Where the registers sit:
The bar under the picture is 50 um long. Other sequential cells in the stronger gray, the rest of the logic in the fainter gray.
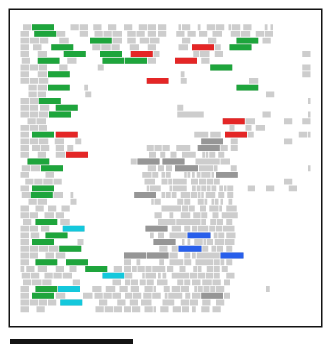
Clock distribution:
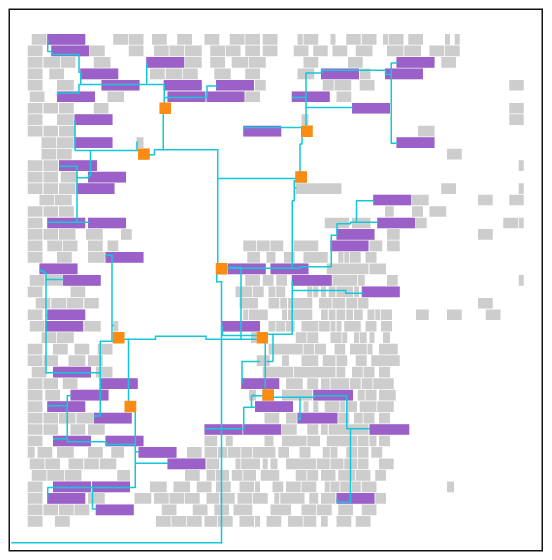
Cells colored by class:
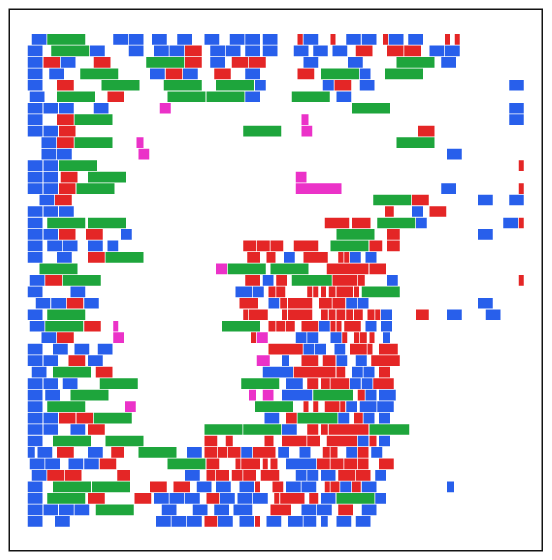
$ cat config.mk
export PLATFORM = sky130hd
export DESIGN_NAME = axi4_master_burst
export DESIGN_NICKNAME = d
export VERILOG_FILES = /design/src/rtl/axi4_master_burst.sv
export SDC_FILE = /design/constraint.sdc
export NUM_CORES = 1
export LEC_CHECK = 0
export CORE_AREA = 4 4 122 124
export CTS_BUF_LIST = sky130_fd_sc_hd__clkbuf_4
export DETAILED_ROUTE_END_ITERATION = 6
export DIE_AREA = 0 0 126 128
export HOLD_SLACK_MARGIN = 0.15
export PLACE_DENSITY = 0.82
export SLEW_MARGIN = 30
export SYNTH_ARGS = -nofsm -noshare
export SYNTH_HDL_FRONTEND = slang
export SYNTH_SLANG_ARGS = --single-unit
export TNS_END_PERCENT = 20
$ cat constraint.sdc
create_clock -name ACLK -period 1.9 [get_ports ACLK]
set_clock_uncertainty 0.05 [all_clocks]
set_input_delay 0.19 -clock ACLK [delete_from_list [all_inputs] [get_ports ACLK]]
set_output_delay 0.19 -clock ACLK [all_outputs]
set_load 0.005 [all_outputs]
$ cat src/rtl/axi4_master_burst.sv
// Single-outstanding AXI4 master: turns one command plus a data stream into one INCR
// read or write burst, then reports the worst response and any protocol error.
module axi4_master_burst #(
  parameter int ID_WIDTH   = 4,
  parameter int ADDR_WIDTH = 32,
  parameter int DATA_WIDTH = 32
) (
  input  logic                    ACLK,
  input  logic                    ARESETN,

  input  logic                    cmd_valid,
  output logic                    cmd_ready,
  input  logic                    cmd_write,
  input  logic [ADDR_WIDTH-1:0]   cmd_addr,
  input  logic [7:0]              cmd_len,
  input  logic [ID_WIDTH-1:0]     cmd_id,

  input  logic [DATA_WIDTH-1:0]   wr_data,
  input  logic [DATA_WIDTH/8-1:0] wr_strb,
  input  logic                    wr_valid,
  output logic                    wr_ready,

  output logic [DATA_WIDTH-1:0]   rd_data,
  output logic                    rd_last,
  output logic                    rd_valid,
  input  logic                    rd_ready,

  output logic                    done,
  output logic [1:0]              resp,
  output logic                    err,

  output logic [ID_WIDTH-1:0]     M_AXI_AWID,
  output logic [ADDR_WIDTH-1:0]   M_AXI_AWADDR,
  output logic [7:0]              M_AXI_AWLEN,
  output logic [2:0]              M_AXI_AWSIZE,
  output logic [1:0]              M_AXI_AWBURST,
  output logic                    M_AXI_AWVALID,
  input  logic                    M_AXI_AWREADY,

  output logic [DATA_WIDTH-1:0]   M_AXI_WDATA,
  output logic [DATA_WIDTH/8-1:0] M_AXI_WSTRB,
  output logic                    M_AXI_WLAST,
  output logic                    M_AXI_WVALID,
  input  logic                    M_AXI_WREADY,

  input  logic [ID_WIDTH-1:0]     M_AXI_BID,
  input  logic [1:0]              M_AXI_BRESP,
  input  logic                    M_AXI_BVALID,
  output logic                    M_AXI_BREADY,

  output logic [ID_WIDTH-1:0]     M_AXI_ARID,
  output logic [ADDR_WIDTH-1:0]   M_AXI_ARADDR,
  output logic [7:0]              M_AXI_ARLEN,
  output logic [2:0]              M_AXI_ARSIZE,
  output logic [1:0]              M_AXI_ARBURST,
  output logic                    M_AXI_ARVALID,
  input  logic                    M_AXI_ARREADY,

  input  logic [ID_WIDTH-1:0]     M_AXI_RID,
  input  logic [DATA_WIDTH-1:0]   M_AXI_RDATA,
  input  logic [1:0]              M_AXI_RRESP,
  input  logic                    M_AXI_RLAST,
  input  logic                    M_AXI_RVALID,
  output logic                    M_AXI_RREADY
);

  localparam logic [2:0] AX_SIZE  = 3'($clog2(DATA_WIDTH / 8));
  localparam logic [1:0] AX_BURST = 2'b01;

  typedef enum logic [2:0] {IDLE, WR_AW, WR_W, WR_B, RD_AR, RD_R} state_t;

  state_t                state_q, state_d;
  logic [ADDR_WIDTH-1:0] addr_q, addr_d;
  logic [7:0]            len_q, len_d;
  logic [7:0]            cnt_q, cnt_d;
  logic [ID_WIDTH-1:0]   id_q, id_d;
  logic [1:0]            resp_q, resp_d;
  logic                  err_q, err_d;
  logic                  done_q, done_d;
  logic                  w_hs, r_hs;

  always_ff @(posedge ACLK or negedge ARESETN) begin
    if (!ARESETN) begin
      state_q <= IDLE;
      addr_q  <= '0;
      len_q   <= '0;
      cnt_q   <= '0;
      id_q    <= '0;
      resp_q  <= '0;
      err_q   <= 1'b0;
      done_q  <= 1'b0;
    end else begin
      state_q <= state_d;
      addr_q  <= addr_d;
      len_q   <= len_d;
      cnt_q   <= cnt_d;
      id_q    <= id_d;
      resp_q  <= resp_d;
      err_q   <= err_d;
      done_q  <= done_d;
    end
  end

  // VALIDs on AW/AR depend only on state, so READY never feeds back into them.
  always_comb begin
    state_d = state_q;
    addr_d  = addr_q;
    len_d   = len_q;
    cnt_d   = cnt_q;
    id_d    = id_q;
    resp_d  = resp_q;
    err_d   = err_q;
    done_d  = 1'b0;

    cmd_ready     = (state_q == IDLE);
    M_AXI_AWVALID = (state_q == WR_AW);
    M_AXI_ARVALID = (state_q == RD_AR);
    M_AXI_WVALID  = (state_q == WR_W) && wr_valid;
    wr_ready      = (state_q == WR_W) && M_AXI_WREADY;
    M_AXI_WLAST   = M_AXI_WVALID && (cnt_q == len_q);
    M_AXI_BREADY  = (state_q == WR_B);
    M_AXI_RREADY  = (state_q == RD_R) && rd_ready;
    rd_valid      = (state_q == RD_R) && M_AXI_RVALID;
    rd_last       = (state_q == RD_R) && M_AXI_RLAST;
    w_hs          = M_AXI_WVALID && M_AXI_WREADY;
    r_hs          = rd_valid && M_AXI_RREADY;

    case (state_q)
      IDLE: begin
        if (cmd_valid) begin
          addr_d  = cmd_addr;
          len_d   = cmd_len;
          id_d    = cmd_id;
          cnt_d   = '0;
          resp_d  = '0;
          err_d   = 1'b0;
          state_d = cmd_write ? WR_AW : RD_AR;
        end
      end
      WR_AW: if (M_AXI_AWREADY) state_d = WR_W;
      WR_W: begin
        if (w_hs) begin
          if (M_AXI_WLAST) state_d = WR_B;
          else             cnt_d   = cnt_q + 8'd1;
        end
      end
      WR_B: begin
        if (M_AXI_BVALID) begin
          resp_d  = M_AXI_BRESP;
          err_d   = (M_AXI_BID != id_q);
          done_d  = 1'b1;
          state_d = IDLE;
        end
      end
      RD_AR: if (M_AXI_ARREADY) state_d = RD_R;
      RD_R: begin
        if (r_hs) begin
          if (M_AXI_RRESP > resp_q) resp_d = M_AXI_RRESP;
          // A mismatched ID or a LAST flag out of step with the length taints the burst.
          if ((M_AXI_RID != id_q) ||
              (M_AXI_RLAST && (cnt_q != len_q)) ||
              (!M_AXI_RLAST && (cnt_q == len_q)))
            err_d = 1'b1;
          if (M_AXI_RLAST) begin
            done_d  = 1'b1;
            state_d = IDLE;
          end else begin
            cnt_d = cnt_q + 8'd1;
          end
        end
      end
      default: state_d = IDLE;
    endcase
  end

  assign M_AXI_AWID    = id_q;
  assign M_AXI_AWADDR  = addr_q;
  assign M_AXI_AWLEN   = len_q;
  assign M_AXI_AWSIZE  = AX_SIZE;
  assign M_AXI_AWBURST = AX_BURST;
  assign M_AXI_ARID    = id_q;
  assign M_AXI_ARADDR  = addr_q;
  assign M_AXI_ARLEN   = len_q;
  assign M_AXI_ARSIZE  = AX_SIZE;
  assign M_AXI_ARBURST = AX_BURST;
  assign M_AXI_WDATA   = wr_data;
  assign M_AXI_WSTRB   = wr_strb;
  assign rd_data       = M_AXI_RDATA;
  assign done          = done_q;
  assign resp          = resp_q;
  assign err           = err_q;

endmodule

==> ci_impl_report.md <==
### Flow metrics

| Metric | Value |
|---|---|
| Run status | `finished, violations left` |
| Failing checks | `negative setup slack` |
| Worst setup slack after layout | `-0.1164 ns` |
| Vias | `2,998` |
| Routed wire length on met3 | `966 um` |
| Area share of the leading cell type in the synthesized netlist | `0.3856` |
| Crit path DAT | `1.78 ns` |
| Number of synthesized flops with an enable pin | `0` |
| Average vias per placed instance | `between 4 and 5` |
| Finish-stage setup viols | `9` |
| Net switching power | `slightly below 3 mW` |
| Capture point of the critical path | `cmd_ready` |
| Total wire length | `11,020 um` |
| Initial standard-cell utilization of the core | `0.2780` |
| Synth-to-Final Area Change | `46.60%` |
| Worst-case headroom to the max-slew limit | `0.5401` |
| FF-to-FF setup slack | `-0.10 ns` |
| Global Route Usage Sum | `0.1293` |
| Initial antenna violation count | `1` |
| Synthesis area per yosys | `0.003829 mm^2` |
| Sequential share of power | `0.278` |
| Synthesized area divided by synthesized cell count | `roughly 10 um^2` |
| Cell with the most instances after synthesis | `buf_4` |
| Layer with the highest usage | `met2` |
| Combinational family with the most area after synthesis | `buffers and inverters` |
| Synth Warn # | `0` |
| Final critical path time including I/O delays and setup | `a little over 2 ns` |
| Share of synthesized area occupied by flip-flops and latches | `0.3856` |
| Post-route DRC violation count | `0` |
| Mux share | `0.1402` |
| Area post-placement | `0.005119 mm^2` |
| Met2 track utilization from global routing | `0.2110` |
| Total cells reported by yosys after synthesis | `~370` |
| Worst slew pin tran | `0.6899 ns` |
| Most common logic cells in the final layout | `159 x clkdlybuf4s50_1, 55 x dfrtp_1, 49 x buf_4` |
| Post-Synth XOR/XNOR Area | `0.03889` |
| Setup Slack @ Placement | `-0.07209 ns` |
| Synth Area in Adders | `0.009804` |
| Wire length of the first global-routing pass | `between 15,000 and 20,000 um` |
| Routed length on met1 | `4364 um` |
| Flip-flop count of the largest register, all copies and words added | `32` |
| Static Leakage | `roughly 2.3 nW` |
| Synth flops | `59` |
| Grt met1 use | `0.1466` |
| Routed wl met2 | `5342 um` |
| Max frequency | `495.9 MHz` |
| Number of slew-limit violations in the final report | `0` |
| Max Cap Violations | `0` |
| Number of cells traversed by the worst register-to-register path | `6` |
| Maximum number of pins on one net before global-route repair | `34` |
| Top post-synthesis cells by count | `122 x buf_4, 59 x dfrtp_1, 45 x mux2_2, 16 x xnor2_1, 14 x nor2_1` |
| Aoi share | `0.08595` |
| Width of the die | `roughly 130 um` |
| Final HPWL from detailed placement | `8104 um` |
| Setup TNS Final | `-0.5121 ns` |
| Launch point of the worst path | `state_q[1]` |
## Picture notes: 'where the registers sit'
Key: M_AXI_ARADDR = green [flops 32]; M_AXI_ARID = cyan [flops 4, where lower left]; M_AXI_ARLEN = red [flops 8]; state_q = blue [flops 3]
Core Util, Final: 0.4075
register share of the cell area: 0.2639
sequential power: 2.38 mW
flip-flop and latch area: 0.001481 mm^2

## Picture notes: 'clock distribution'
Key: clock-net drivers = orange [count 9]; flip-flops = purple [count 59]; clock wires = cyan [length 924 um]
There are 10 routed clock nets.
part of the power in the clock network: 0.100
Insertion Delay late pin: 0.39 ns
power of the clock network: 0.852 mW

## Picture notes: 'cells colored by class'
Key: remaining buffers and delay cells = blue [cells 226, share of their area 40%]; remaining logic cells = red [cells 181, share of their area 30%]; clock drivers and dummy loads = magenta [cells 15, share of their area 2.3%]; registers = green [cells 59, share of their area 28%]
final std cell area, no fill: 0.005613 mm^2
row count: 43
Floorplan Core Area: 0.01377 mm^2

## layout make-up
| cell class | count | share of cell area |
|---|---|---|
| Timing Repair Buffer | 226 | 0.3834 |
| Sequential cell | 59 | 0.2639 |
| Inverter | 8 | 0.005796 |
| Clock buffer | 9 | 0.01204 |
| Tap cell | 180 | 0.04012 |
| Multi-Input combinational cell | 173 | 0.2840 |
| Antenna cell | 1 | 0.0004458 |
| Clock inverter | 6 | 0.01025 |
## critical path, delay by kind of cell (launching register included)
family | cells | cell delay (ns)
simple gates | 1 | 0.16
buf+inv | 3 | 0.78
flops | 1 | 0.45
## timing repair
item	4_1_cts	5_1_grt
setup buffers	11	8
endpoints found under the hold margin	26	0
hold buffers	1	0
setup endpoints to repair	17	55
pin swaps	4	13
resized	35	43
Power figures rest on the tool's default switching activity, not on a simulated workload.
